--- src/rtl/pe_pkg.sv ---
// Shared types, layer constants and mode lookups for the row-stationary processing element.
package pe_pkg;

    typedef enum logic [1:0] {MODE1, MODE2, MODE3, MODE4} op_mode_t;
    typedef enum logic [1:0] {IDLE, LOAD_FILTER, CONV} op_stage_t;
    typedef enum logic [2:0] {S_IDLE, S_WAIT_IN, S_MAC, S_WAIT_OUT, S_DONE} pe_state_t;

    typedef struct packed {
        logic            valid;
        logic [4:0]      packet_idx;
        logic [3:0][7:0] data;
    } pe_in_packet_t;

    typedef struct packed {
        logic              valid;
        logic [1:0]        filter_idx;
        logic signed [11:0] psum;
    } psum_packet_t;

    localparam int L1_FILTER_SIZE = 11;
    localparam int L1_IFMAP_SIZE  = 227;
    localparam int L1_OFMAP_SIZE  = 55;
    localparam int L1_STRIDE      = 4;
    localparam int L2_FILTER_SIZE = 5;
    localparam int L2_IFMAP_SIZE  = 31;
    localparam int L2_OFMAP_SIZE  = 27;
    localparam int L3_FILTER_SIZE = 3;
    localparam int L3_IFMAP_SIZE  = 15;
    localparam int L3_OFMAP_SIZE  = 13;
    localparam int OTHER_STRIDE   = 1;

    function automatic logic [3:0] filter_size(op_mode_t m);
        case (m)
            MODE3:   return 4'(L2_FILTER_SIZE);
            MODE4:   return 4'(L3_FILTER_SIZE);
            default: return 4'(L1_FILTER_SIZE);
        endcase
    endfunction

    function automatic logic [2:0] stride_of(op_mode_t m);
        case (m)
            MODE3, MODE4: return 3'(OTHER_STRIDE);
            default:      return 3'(L1_STRIDE);
        endcase
    endfunction

    function automatic logic [5:0] ofmap_size(op_mode_t m);
        case (m)
            MODE3:   return 6'(L2_OFMAP_SIZE);
            MODE4:   return 6'(L3_OFMAP_SIZE);
            default: return 6'(L1_OFMAP_SIZE);
        endcase
    endfunction

endpackage

--- src/rtl/pe_if.sv ---
// Bundle of the PE's control, packet and psum handshake signals; master drives, slave is the PE.
interface pe_if;
    import pe_pkg::*;

    op_mode_t      mode_in;
    logic          change_mode;
    pe_in_packet_t ifmap_packet;
    pe_in_packet_t filter_packet;
    op_stage_t     op_stage_in;
    psum_packet_t  psum_in;
    logic          psum_ack_in;
    logic          conv_continue;
    psum_packet_t  psum_out;
    logic          psum_ack_out;
    logic          conv_done;
    logic          error;
    logic          full;

    modport master (
        output mode_in, change_mode, ifmap_packet, filter_packet, op_stage_in,
               psum_in, psum_ack_in, conv_continue,
        input  psum_out, psum_ack_out, conv_done, error, full
    );

    modport slave (
        input  mode_in, change_mode, ifmap_packet, filter_packet, op_stage_in,
               psum_in, psum_ack_in, conv_continue,
        output psum_out, psum_ack_out, conv_done, error, full
    );

endinterface

--- src/rtl/pe_ifmap_spad.sv ---
// 16-entry ifmap sliding window: 4-pixel pushes, pops of 1..4 pixels, random read relative to the oldest pixel.
module pe_ifmap_spad (
    input  logic            clk,
    input  logic            rst,
    input  logic            clear,
    input  logic            push,
    input  logic [3:0][7:0] push_data,
    input  logic            pop,
    input  logic [2:0]      pop_cnt,
    input  logic [3:0]      rd_idx,
    output logic [7:0]      rd_data,
    output logic [4:0]      count,
    output logic            full
);
    logic [7:0] mem [16];
    logic [3:0] rd_ptr;
    logic [3:0] wr_ptr;

    always_ff @(posedge clk) begin
        if (rst || clear) begin
            rd_ptr <= '0;
            wr_ptr <= '0;
            count  <= '0;
        end else begin
            if (push) begin
                for (int i = 0; i < 4; i++) mem[wr_ptr + 4'(i)] <= push_data[i];
                wr_ptr <= wr_ptr + 4'd4;
            end
            if (pop) rd_ptr <= rd_ptr + {1'b0, pop_cnt};
            count <= count + (push ? 5'd4 : 5'd0) - (pop ? {2'b00, pop_cnt} : 5'd0);
        end
    end

    // Pointers wrap at 16, so the window read needs no explicit modulo.
    assign rd_data = mem[rd_ptr + rd_idx];
    assign full    = count > 5'd12;

endmodule

--- src/rtl/pe.sv ---
// Processing element: stores four filter rows, slides an ifmap window and adds
// one 1-D convolution per filter onto each incoming partial sum.
module pe
    import pe_pkg::*;
#(
    parameter int ROW_IDX = 0,
    parameter int COL_IDX = 0
) (
    input logic clk,
    input logic rst,
    pe_if.slave bus
);
    op_mode_t           mode;
    pe_state_t          state;
    logic signed [7:0]  taps [4][11];
    logic [1:0]         cur_filt;
    logic [3:0]         mac_k;
    logic signed [21:0] acc;
    logic [5:0]         out_cnt;
    psum_packet_t       psum_out_q;
    logic               ack_out_q;
    logic               done_q;
    logic               err_q;

    logic [3:0]         fs;
    logic [2:0]         stride;
    logic [5:0]         ofm;
    logic               ifmap_hit;
    logic               push;
    logic               filter_hit;
    logic [1:0]         filt_sel;
    logic               start_mac;
    logic               last_tap;
    logic               pop;
    logic [7:0]         rd_data;
    logic [4:0]         count;
    logic               full;
    logic signed [16:0] prod;
    logic signed [21:0] acc_next;
    logic               unused_acc_msbs;

    assign fs       = filter_size(mode);
    assign stride   = stride_of(mode);
    assign ofm      = ofmap_size(mode);
    assign filt_sel = bus.filter_packet.packet_idx[4:3];

    assign ifmap_hit  = bus.op_stage_in == CONV && bus.ifmap_packet.valid
                        && bus.ifmap_packet.packet_idx == 5'(ROW_IDX + COL_IDX)
                        && state inside {S_WAIT_IN, S_MAC, S_WAIT_OUT};
    assign push       = ifmap_hit && !full;
    assign filter_hit = bus.op_stage_in == LOAD_FILTER && bus.filter_packet.valid
                        && bus.filter_packet.packet_idx[2:0] == 3'(ROW_IDX);
    assign start_mac  = state == S_WAIT_IN && count >= {1'b0, fs} && bus.psum_in.valid
                        && !psum_out_q.valid && !ack_out_q;
    assign last_tap   = mac_k == fs - 4'd1;
    assign pop        = state == S_MAC && last_tap && cur_filt == 2'd3;

    // Pixels are unsigned, so a zero sign bit keeps the product signed-correct.
    assign prod            = taps[cur_filt][mac_k] * $signed({1'b0, rd_data});
    assign acc_next        = acc + {{5{prod[16]}}, prod};
    assign unused_acc_msbs = ^acc_next[21:20];

    pe_ifmap_spad u_spad (
        .clk       (clk),
        .rst       (rst),
        .clear     (bus.change_mode || bus.conv_continue),
        .push      (push),
        .push_data (bus.ifmap_packet.data),
        .pop       (pop),
        .pop_cnt   (stride),
        .rd_idx    (mac_k),
        .rd_data   (rd_data),
        .count     (count),
        .full      (full)
    );

    always_ff @(posedge clk) begin
        if (rst || bus.change_mode) begin
            mode       <= rst ? MODE1 : bus.mode_in;
            state      <= S_IDLE;
            cur_filt   <= '0;
            mac_k      <= '0;
            acc        <= '0;
            out_cnt    <= '0;
            psum_out_q <= '0;
            ack_out_q  <= 1'b0;
            done_q     <= 1'b0;
            err_q      <= 1'b0;
            for (int f = 0; f < 4; f++)
                for (int t = 0; t < 11; t++) taps[f][t] <= '0;
        end else begin
            ack_out_q <= 1'b0;
            // Each filter word slides earlier words toward the high taps.
            if (filter_hit) begin
                for (int t = 10; t >= 4; t--) taps[filt_sel][t] <= taps[filt_sel][t-4];
                for (int t = 0; t < 4; t++) taps[filt_sel][t] <= bus.filter_packet.data[t];
            end
            if (ifmap_hit && full) err_q <= 1'b1;

            if (bus.conv_continue) begin
                state      <= S_WAIT_IN;
                mac_k      <= '0;
                out_cnt    <= '0;
                psum_out_q <= '0;
                done_q     <= 1'b0;
                err_q      <= 1'b0;
            end else begin
                case (state)
                    S_WAIT_IN: if (start_mac) begin
                        cur_filt  <= bus.psum_in.filter_idx;
                        acc       <= {{2{bus.psum_in.psum[11]}}, bus.psum_in.psum, 8'h00};
                        mac_k     <= '0;
                        ack_out_q <= 1'b1;
                        state     <= S_MAC;
                    end
                    S_MAC: begin
                        acc <= acc_next;
                        if (last_tap) begin
                            psum_out_q.valid      <= 1'b1;
                            psum_out_q.filter_idx <= cur_filt;
                            psum_out_q.psum       <= acc_next[19:8];
                            if (cur_filt == 2'd3) out_cnt <= out_cnt + 6'd1;
                            state <= S_WAIT_OUT;
                        end else begin
                            mac_k <= mac_k + 4'd1;
                        end
                    end
                    S_WAIT_OUT: if (bus.psum_ack_in) begin
                        psum_out_q.valid <= 1'b0;
                        if (cur_filt == 2'd3 && out_cnt == ofm) begin
                            done_q <= 1'b1;
                            state  <= S_DONE;
                        end else begin
                            state <= S_WAIT_IN;
                        end
                    end
                    default: ;
                endcase
            end
        end
    end

    assign bus.psum_out     = psum_out_q;
    assign bus.psum_ack_out = ack_out_q;
    assign bus.conv_done    = done_q;
    assign bus.error        = err_q;
    assign bus.full         = full;

endmodule

--- src/flat_wrapper.sv ---
// flat-port wrapper written by rule: the top's interface ports become plain ports
module pe_flat import pe_pkg::*;
#(
    parameter int ROW_IDX = 0,
    parameter int COL_IDX = 0
)
  (clk, rst, bus_mode_in, bus_change_mode, bus_ifmap_packet, bus_filter_packet, bus_op_stage_in, bus_psum_in, bus_psum_ack_in, bus_conv_continue, bus_psum_out, bus_psum_ack_out, bus_conv_done, bus_error, bus_full);
  pe_if bus_i ();
  input logic clk;
  input logic rst;
  input wire logic [$bits(bus_i.mode_in)-1:0] bus_mode_in;
  input wire logic [$bits(bus_i.change_mode)-1:0] bus_change_mode;
  input wire logic [$bits(bus_i.ifmap_packet)-1:0] bus_ifmap_packet;
  input wire logic [$bits(bus_i.filter_packet)-1:0] bus_filter_packet;
  input wire logic [$bits(bus_i.op_stage_in)-1:0] bus_op_stage_in;
  input wire logic [$bits(bus_i.psum_in)-1:0] bus_psum_in;
  input wire logic [$bits(bus_i.psum_ack_in)-1:0] bus_psum_ack_in;
  input wire logic [$bits(bus_i.conv_continue)-1:0] bus_conv_continue;
  output wire logic [$bits(bus_i.psum_out)-1:0] bus_psum_out;
  output wire logic [$bits(bus_i.psum_ack_out)-1:0] bus_psum_ack_out;
  output wire logic [$bits(bus_i.conv_done)-1:0] bus_conv_done;
  output wire logic [$bits(bus_i.error)-1:0] bus_error;
  output wire logic [$bits(bus_i.full)-1:0] bus_full;
  assign bus_i.mode_in = bus_mode_in;
  assign bus_i.change_mode = bus_change_mode;
  assign bus_i.ifmap_packet = bus_ifmap_packet;
  assign bus_i.filter_packet = bus_filter_packet;
  assign bus_i.op_stage_in = bus_op_stage_in;
  assign bus_i.psum_in = bus_psum_in;
  assign bus_i.psum_ack_in = bus_psum_ack_in;
  assign bus_i.conv_continue = bus_conv_continue;
  assign bus_psum_out = bus_i.psum_out;
  assign bus_psum_ack_out = bus_i.psum_ack_out;
  assign bus_conv_done = bus_i.conv_done;
  assign bus_error = bus_i.error;
  assign bus_full = bus_i.full;
  pe #(.ROW_IDX(ROW_IDX), .COL_IDX(COL_IDX)) u_core (.clk(clk), .rst(rst), .bus(bus_i));
endmodule
--- config.mk ---
export PLATFORM = sky130hd
export DESIGN_NAME = pe_flat
export DESIGN_NICKNAME = d
export VERILOG_FILES = /design/src/rtl/pe_pkg.sv /design/src/rtl/pe_if.sv /design/src/rtl/pe_ifmap_spad.sv /design/src/rtl/pe.sv /design/src/flat_wrapper.sv
export SDC_FILE = /design/constraint.sdc
export NUM_CORES = 1
export LEC_CHECK = 0
export ABC_AREA = 1
export CORE_MARGIN = 10
export CORE_UTILIZATION = 40
export CTS_CLUSTER_DIAMETER = 120
export CTS_CLUSTER_SIZE = 40
export DETAILED_ROUTE_END_ITERATION = 8
export GPL_ROUTABILITY_DRIVEN = 0
export MAX_ROUTING_LAYER = met4
export SYNTH_ARGS = -nofsm -noshare
export SYNTH_HDL_FRONTEND = slang
export SYNTH_SLANG_ARGS = --single-unit
--- constraint.sdc ---
create_clock -name clk -period 8.4 [get_ports clk]
set_input_delay 1.26 -clock clk [delete_from_list [all_inputs] [get_ports clk]]
set_output_delay 1.26 -clock clk [all_outputs]
set_load 0.005 [all_outputs]
==> results.py, run 1 <==
# Synthesis and PnR figures
metrics = {
    "layout": {
        "lay_top_cells": "nor2_1, edfxtp_1, nand2_1",
        "layoutNonFillerInstCount": 3928,
        "regArea_mm2": 0.0158,
        "final_core_util_pct": 44.2,
        "area_delta_synth_final_pct": 9.13,
        "final_common_cell": "nor2_1",
        "top_regs": "u_core.taps x352, u_core.u_spad.mem x128, u_core.acc x20",
        "nMultiInputCombCells": 1982,
    },
    "flow_run": {
        "warning_count": 32,
    },
    "route": {
        "viasPerCell": 5.53,
        "drtAntennaViolNets": 0,
        "wl_per_cell_um": 20.2,
        "drt_iter0_drc": 2130,
    },
    "place": {
        "io_buffers": 118,
        "place_ws_ps": 779,
    },
    "sta": {
        "maxSlewViolCount": 0,
        "rsz0062_at_grt": "no",
        "skew_ps": 26.8,
    },
    "critical_path": {
        "critPathSlowestCell": "dfxtp_4",
        "crit_family": "adder cells",
        "critPathMaxFanout": 59,
        "crit_path_end": "u_core.bus.psum_out[10]$_SDFFE_PP0P_",
    },
    "pwr": {
        "pg_seq_mw": 3.06,
        "maxPowerGroup": "registers",
    },
    "run_status": {
        "status": "finished, final reports clean",
    },
    "logic_synthesis": {
        "yosys_warnings": 0,
        "syn-num-nets": 3193,
        "async_reset_ff_share_pct": 0,
        "xor_area_share_pct": 0.827,
    },
    "floorplanning": {
        "dieArea_mm2": 0.0822,
        "rows": 97,
        "fp.dieH_um": 287,
    },
}
Figure 1. Met1 routing (run 1).
Scale bar: 100 um. Supply wires on this layer in gray.
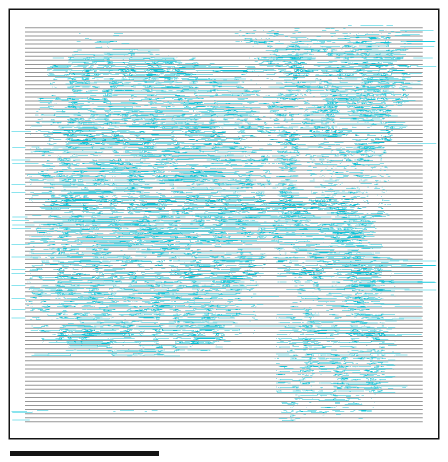
3076 nets have wire on it. The layer carries 32.5 mm of wire. The wires run mostly horizontal.
Post-Route WL: 79300 um
met1 Usage GRT: 23.5%
Vias: 21700

Figure 2. Metal 2 (run 1).
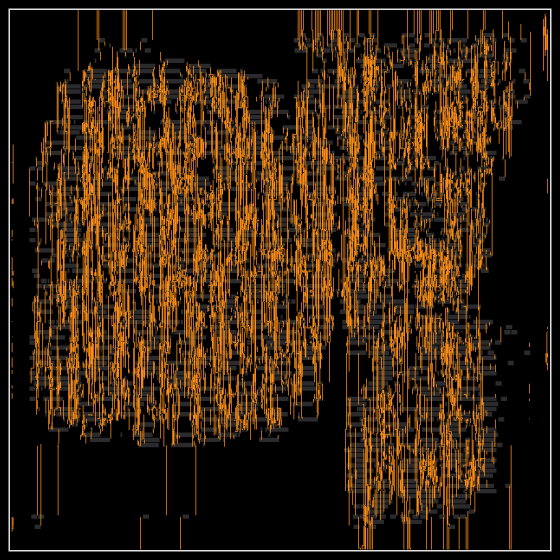
The wires run mostly vertical. 2633 nets have wire on it. The layer holds 51% of the routed length.
global routing usage on met2: 33.2%

Figure 3. Signal wires on met3 (run 1).
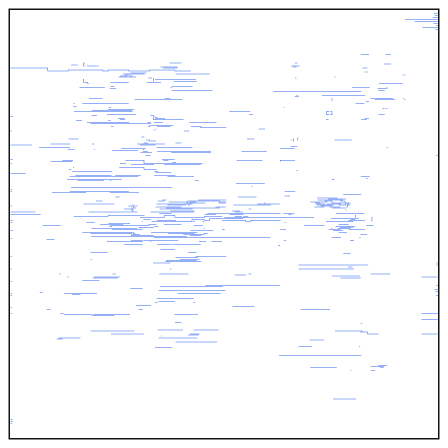
The wires run mostly horizontal. The longest straight run is 77.7 um. 247 nets have wire on it.
GR Util met3: 2.05%

Figure 4. Routing congestion map (run 1).
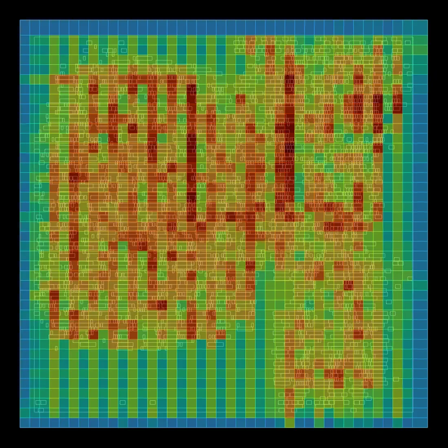

## Run 2: what changed since run 1
--- a/config.mk
+++ b/config.mk
@@ -5,7 +5,7 @@
 export SDC_FILE = /design/constraint.sdc
 export NUM_CORES = 1
 export LEC_CHECK = 0
-export ABC_AREA = 1
+export ABC_AREA = 0
 export CORE_MARGIN = 10
 export CORE_UTILIZATION = 40
 export CTS_CLUSTER_DIAMETER = 120
Figure 5. Routing congestion map (run 2).
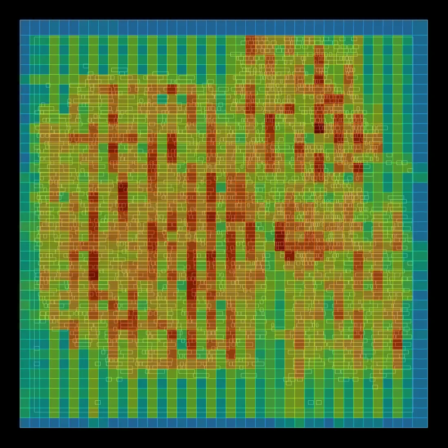
Core Util, Final: 45.0%
Top Usage Layer GRT: met2
GR Util met3: 1.85%

==> run 2 against run 1 <==
Clock skew up 30 ps. Core utilization up 0.85 points. Fmax down 6.0%. Flip-flop count unchanged. Combinational power up 5.3%. Cell area up 1.9%. Die size about the same. Power about the same. Count of clock-buffer cells in the layout up 6. Cell count down 23%. Critical endpoint is now u_core.acc[19]$_SDFFE_PP0P_. Largest cell class unchanged.
==> results.py, run 2 <==
# Synthesis and PnR figures
metrics = {
    "critical_path": {
        "critPathMaxFanout": 13,
        "crit_family": "AND-OR/OR-AND gates",
        "critPathSlowestCell": "mux4_2",
        "crit_path_end": "u_core.acc[19]$_SDFFE_PP0P_",
    },
    "run_status": {
        "status": "finished, final reports clean",
    },
    "logic_synthesis": {
        "xor_area_share_pct": 1.14,
        "yosys_area_mm2": 0.0285,
        "async_reset_ff_share_pct": 0,
    },
    "route": {
        "drtAntennaViolNets": 0,
        "wl_um": 70700,
        "viasPerCell": 5.60,
    },
    "floorplanning": {
        "rows": 97,
        "dieArea_mm2": 0.0822,
    },
    "layout": {
        "top_regs": "u_core.taps x352, u_core.u_spad.mem x128, u_core.acc x20",
        "regArea_mm2": 0.0158,
        "sh_comb_area_pct": 37.8,
        "area_delta_synth_final_pct": 11.2,
        "final_common_cell": "edfxtp_1",
        "nMultiInputCombCells": 1251,
        "lay_top_cells": "edfxtp_1, and3_1, mux4_2",
    },
    "cts": {
        "ctsHoldBuffers": 0,
        "clk_latency_ps": 600,
    },
    "place": {
        "io_buffers": 118,
        "place_ws_ps": 283,
    },
    "pwr": {
        "maxPowerGroup": "registers",
    },
    "sta": {
        "maxSlewViolCount": 0,
    },
    "global_routing": {
        "grt_use_met1_pct": 21.0,
        "use_met2_pct": 31.0,
    },
    "flow_run": {
        "warning_count": 31,
    },
}
Power and IR drop assume default switching activity.
